==> images/met1.png <==
Scale bar: 100 um. Supply wires on this layer in gray. Cells faint in the background.
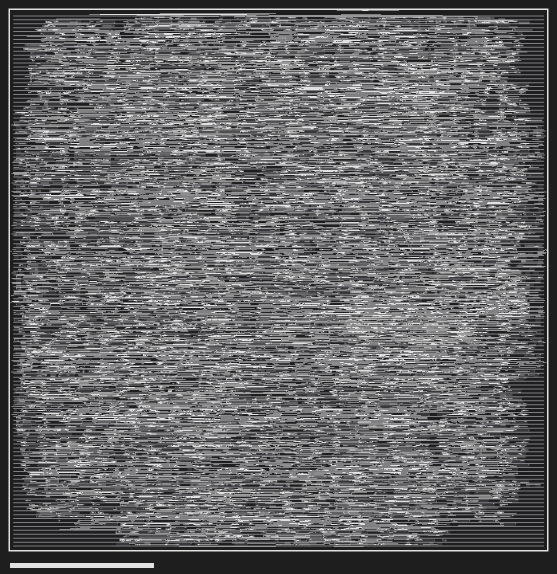
==> images/met2.png <==
Scale bar: 100 um. Cells faint in the background.
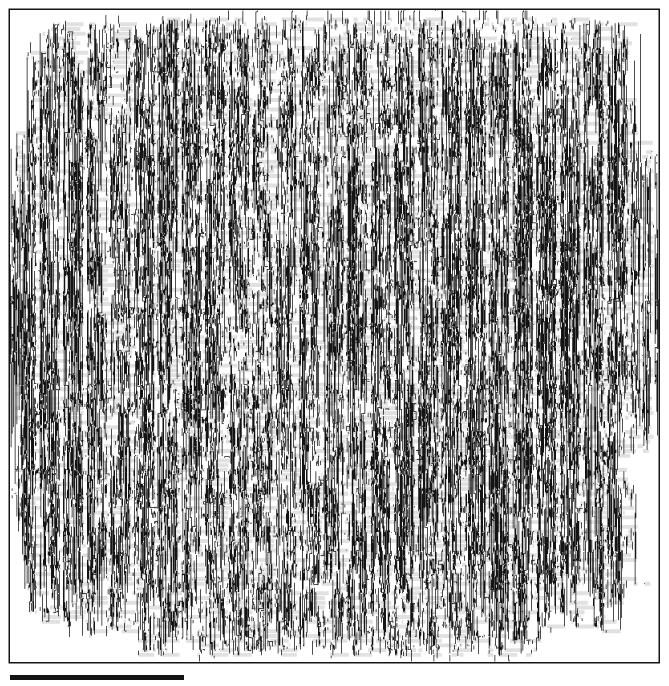
### src/rtl/reg_file_mp.sv
// Multi-ported register file with registered reads, a priority write merge,
// an optional hard-wired zero entry and a post-reset clear sweep.
module reg_file_mp #(
   parameter int ADDR_WIDTH = 5,
   parameter int DATA_WIDTH = 32,
   parameter int NUM_READ   = 2,
   parameter int NUM_WRITE  = 2,
   parameter int ZERO_REG   = 1,
   parameter int BYPASS     = 1
) (
   input  logic                             clock,
   input  logic                             reset,
   input  logic [NUM_READ*ADDR_WIDTH-1:0]   rd_addr,
   output logic [NUM_READ*DATA_WIDTH-1:0]   rd_data,
   input  logic [NUM_WRITE-1:0]             wr_en,
   input  logic [NUM_WRITE*ADDR_WIDTH-1:0]  wr_addr,
   input  logic [NUM_WRITE*DATA_WIDTH-1:0]  wr_data,
   output logic                             busy
);

   localparam int CAP = 1 << ADDR_WIDTH;

   typedef enum logic {ST_CLEAR, ST_READY} state_e;

   state_e                          state_q, state_d;
   logic [ADDR_WIDTH-1:0]           clr_cnt_q, clr_cnt_d;
   logic                            busy_q, busy_d;
   logic [NUM_READ*DATA_WIDTH-1:0]  rd_data_q, rd_data_d;
   logic [DATA_WIDTH-1:0]           mem_q [CAP];
   logic [NUM_WRITE-1:0]            wr_keep;
   logic [ADDR_WIDTH-1:0]           ra;
   logic [DATA_WIDTH-1:0]           rv;

   // Writes aimed at the hard-wired zero entry are dropped before they can
   // reach either the storage or the bypass path.
   always_comb begin
      wr_keep = '0;
      for (int j = 0; j < NUM_WRITE; j++) begin
         wr_keep[j] = wr_en[j] &&
                      !((ZERO_REG != 0) && (wr_addr[j*ADDR_WIDTH +: ADDR_WIDTH] == '0));
      end
   end

   always_comb begin
      state_d   = state_q;
      clr_cnt_d = clr_cnt_q;
      busy_d    = busy_q;
      case (state_q)
         ST_CLEAR: begin
            clr_cnt_d = clr_cnt_q + 1'b1;
            busy_d    = 1'b1;
            if (clr_cnt_q == '1) begin
               state_d = ST_READY;
               busy_d  = 1'b0;
            end
         end
         ST_READY: busy_d = 1'b0;
         default: begin
            state_d = ST_CLEAR;
            busy_d  = 1'b1;
         end
      endcase
   end

   // Ascending port order lets the highest-index matching writer win the bypass.
   always_comb begin
      rd_data_d = '0;
      ra        = '0;
      rv        = '0;
      if (state_q == ST_READY) begin
         for (int i = 0; i < NUM_READ; i++) begin
            ra = rd_addr[i*ADDR_WIDTH +: ADDR_WIDTH];
            rv = mem_q[ra];
            if (BYPASS != 0) begin
               for (int j = 0; j < NUM_WRITE; j++) begin
                  if (wr_keep[j] && (wr_addr[j*ADDR_WIDTH +: ADDR_WIDTH] == ra))
                     rv = wr_data[j*DATA_WIDTH +: DATA_WIDTH];
               end
            end
            if ((ZERO_REG != 0) && (ra == '0))
               rv = '0;
            rd_data_d[i*DATA_WIDTH +: DATA_WIDTH] = rv;
         end
      end
   end

   always_ff @(posedge clock) begin
      if (reset) begin
         state_q   <= ST_CLEAR;
         clr_cnt_q <= '0;
         busy_q    <= 1'b1;
         rd_data_q <= '0;
      end else begin
         state_q   <= state_d;
         clr_cnt_q <= clr_cnt_d;
         busy_q    <= busy_d;
         rd_data_q <= rd_data_d;
      end
   end

   // Storage keeps its contents on a reset edge; later NBAs override earlier
   // ones, so the highest-index port wins a write-write conflict.
   always_ff @(posedge clock) begin
      if (!reset) begin
         if (state_q == ST_CLEAR) begin
            mem_q[clr_cnt_q] <= '0;
         end else begin
            for (int j = 0; j < NUM_WRITE; j++) begin
               if (wr_keep[j])
                  mem_q[wr_addr[j*ADDR_WIDTH +: ADDR_WIDTH]] <= wr_data[j*DATA_WIDTH +: DATA_WIDTH];
            end
         end
      end
   end

   assign rd_data = rd_data_q;
   assign busy    = busy_q;

endmodule

### config.mk
export PLATFORM = sky130hd
export DESIGN_NAME = reg_file_mp
export DESIGN_NICKNAME = d
export VERILOG_FILES = /design/src/rtl/reg_file_mp.sv
export SDC_FILE = /design/constraint.sdc
export NUM_CORES = 2
export LEC_CHECK = 0
export CELL_PAD_IN_SITES_DETAIL_PLACEMENT = 1
export CELL_PAD_IN_SITES_GLOBAL_PLACEMENT = 2
export CORE_AREA = 2 2 370 372
export DETAILED_ROUTE_END_ITERATION = 7
export DIE_AREA = 0 0 372 374
export PLACE_DENSITY_LB_ADDON = 0.1
export SYNTH_ARGS = -nofsm -noshare
export SYNTH_HDL_FRONTEND = slang
export SYNTH_SLANG_ARGS = --single-unit
### constraint.sdc
create_clock -name clock -period 6.1 [get_ports clock]
set_clock_uncertainty 0.05 [all_clocks]
set_input_delay 1.22 -clock clock [delete_from_list [all_inputs] [get_ports clock]]
set_output_delay 1.22 -clock clock [all_outputs]
set_load 0.02 [all_outputs]
==> results.txt <==
impl run done, here's what came out: status complete, no violations, Syn Inst Count 5584, Startpoint Class primary input, setup violators final 0, DRC viols 0, Reg2Reg Setup Slack 2.41 ns, Clock Pin Slew Worst Setup and Hold Paths 0.07 ns, Hold Crit Class reg -> reg, Post-synth regs 1095, Pwr Density 253 nW/um2, commonest cells in the netlist 1096 x nand2_1, 1024 x edfxtp_1, 996 x o21ai_0, Post-CTS Setup Bufs 0, clock buffer depth 3, CP max stage cell or2_2, synthesized area 61600 um2, row cnt 135, Worst path max stage delay 0.96 ns, Die ar. 139000 um2, Tmin final 4.42 ns, Net Count, Synth 5674, Synth Seq Share 52.2%, Die Y 374 um, Final Power 17700 uW, Area growth syn-to-layout 13.5%, Fin Hold WS 0.535 ns, final wirelength 280000 um, number of global-route vias before repair 49800, Core ar. 135000 um2, antenna violations before repair 19, Ports 153, Avg WL per Cell 38.3 um, Slew Viols, Final 0, cells in synth_stat.txt 5584, final worst setup slack 1.68 ns, total congestion overflow 0
Notes on met1.png above:
nets with wire on the layer: 5202
share of all routed wire: 39%
main direction: horizontal

Notes on met2.png above:
longest straight run: 133 um
share of all routed wire: 44%
wire length on this layer: 122 mm
main direction: vertical
nets with wire on the layer: 4642

[power breakdown]
part | total, uW | switching, uW | internal [uW]
clock network | 8030 | 3360 | 4660
registers | 8170 | 27.0 | 8150
logic | 1520 | 1050 | 470
total | 17700 | 4440 | 13300
[final timing paths]
check | startpoint | cells after the start | to
min | clr_cnt_q[0] | 2 | clr_cnt_q[0]
min reg2reg | clr_cnt_q[0] | 2 | clr_cnt_q[0]
max reg2reg | state_q | 7 | rd_data[45]
max | rd_addr[4] | 7 | rd_data[15]
[metal layers]
metal	GRT usage (%)	wire, um	up-vias
li1	-	-	20700
met1	54.2	108000	26200
met2	58.9	122000	3351
met3	11.7	35200	666
met4	17.9	13900	26
met5	0	168	-
[cells in the final DEF, fill, tap and decap left out, types with 12 or more instances in the layout]
master              n
o22ai_4            31
nor2_4             38
mux4_2            276
o21ai_1            30
clkdlybuf4s50_1   134
a32o_1             36
clkinv_1           15
clkinv_2           13
o21ai_0           996
a21oi_1            58
a22o_1             69
edfxtp_1         1024
a22oi_1           281
clkbuf_8           12
nand3_1           100
clkbuf_16         141
inv_1              36
o31ai_2            30
a31oi_1            64
nand4_1            27
clkbuf_1           46
buf_4             188
buf_2              14
buf_12             40
nand2_1          1094
o211ai_1           32
mux2i_1           477
dfxtp_1            71
[stage by stage]
step	cells	utilization [%]	area (um2)
2_1_floorplan	5584	-	61600
3_3_place_gp	7057	48.6	65600
3_5_place_dp	7057	48.6	65600
6_report	7302	51.8	69900
5_1_grt	7301	51.8	69900
4_1_cts	7301	51.8	69900
[area by class of cell]
| class | instances | area [um2] |
|---|---|---|
| Fill cell | 13900 | 65000 |
| Sequential cell | 1095 | 32200 |
| Multi-Input combinational cell | 3765 | 27400 |
| Clock buffer | 197 | 3840 |
| Timing Repair Buffer | 380 | 3680 |
| Tap cell | 1781 | 2230 |
| Clock inverter | 47 | 458 |
| Inverter | 36 | 135 |
| Antenna cell | 1 | 2.50 |
[sequential cells by signal, indices dropped and copies added, names as in the netlist]
name and count:
busy 1, clr_cnt_q 5, mem_q 1024, rd_data 64
state_q 1
[logic make-up (layout without fill, tap and decap cells)]
kind of cell	count (synthesis)	in the layout	share of synthesized area, %
adder cells (fa/ha/maj)	2	2	0.0406
XOR/XNOR	14	14	0.199
AND-OR/OR-AND	1651	1651	16.1
buffers and inverters	724	660	4.68
AND/OR/NAND/NOR	1344	1344	8.92
other	0	1	0
multiplexers	754	754	17.9
flip-flops	1095	1095	52.2
[tightest hold or removal path, delay by kind of cell, from the launching register on]
family	cells	cell delay, ns
DFF	1	0.35
and+or+nand+nor	2	0.19
Power and IR drop assume default switching activity.
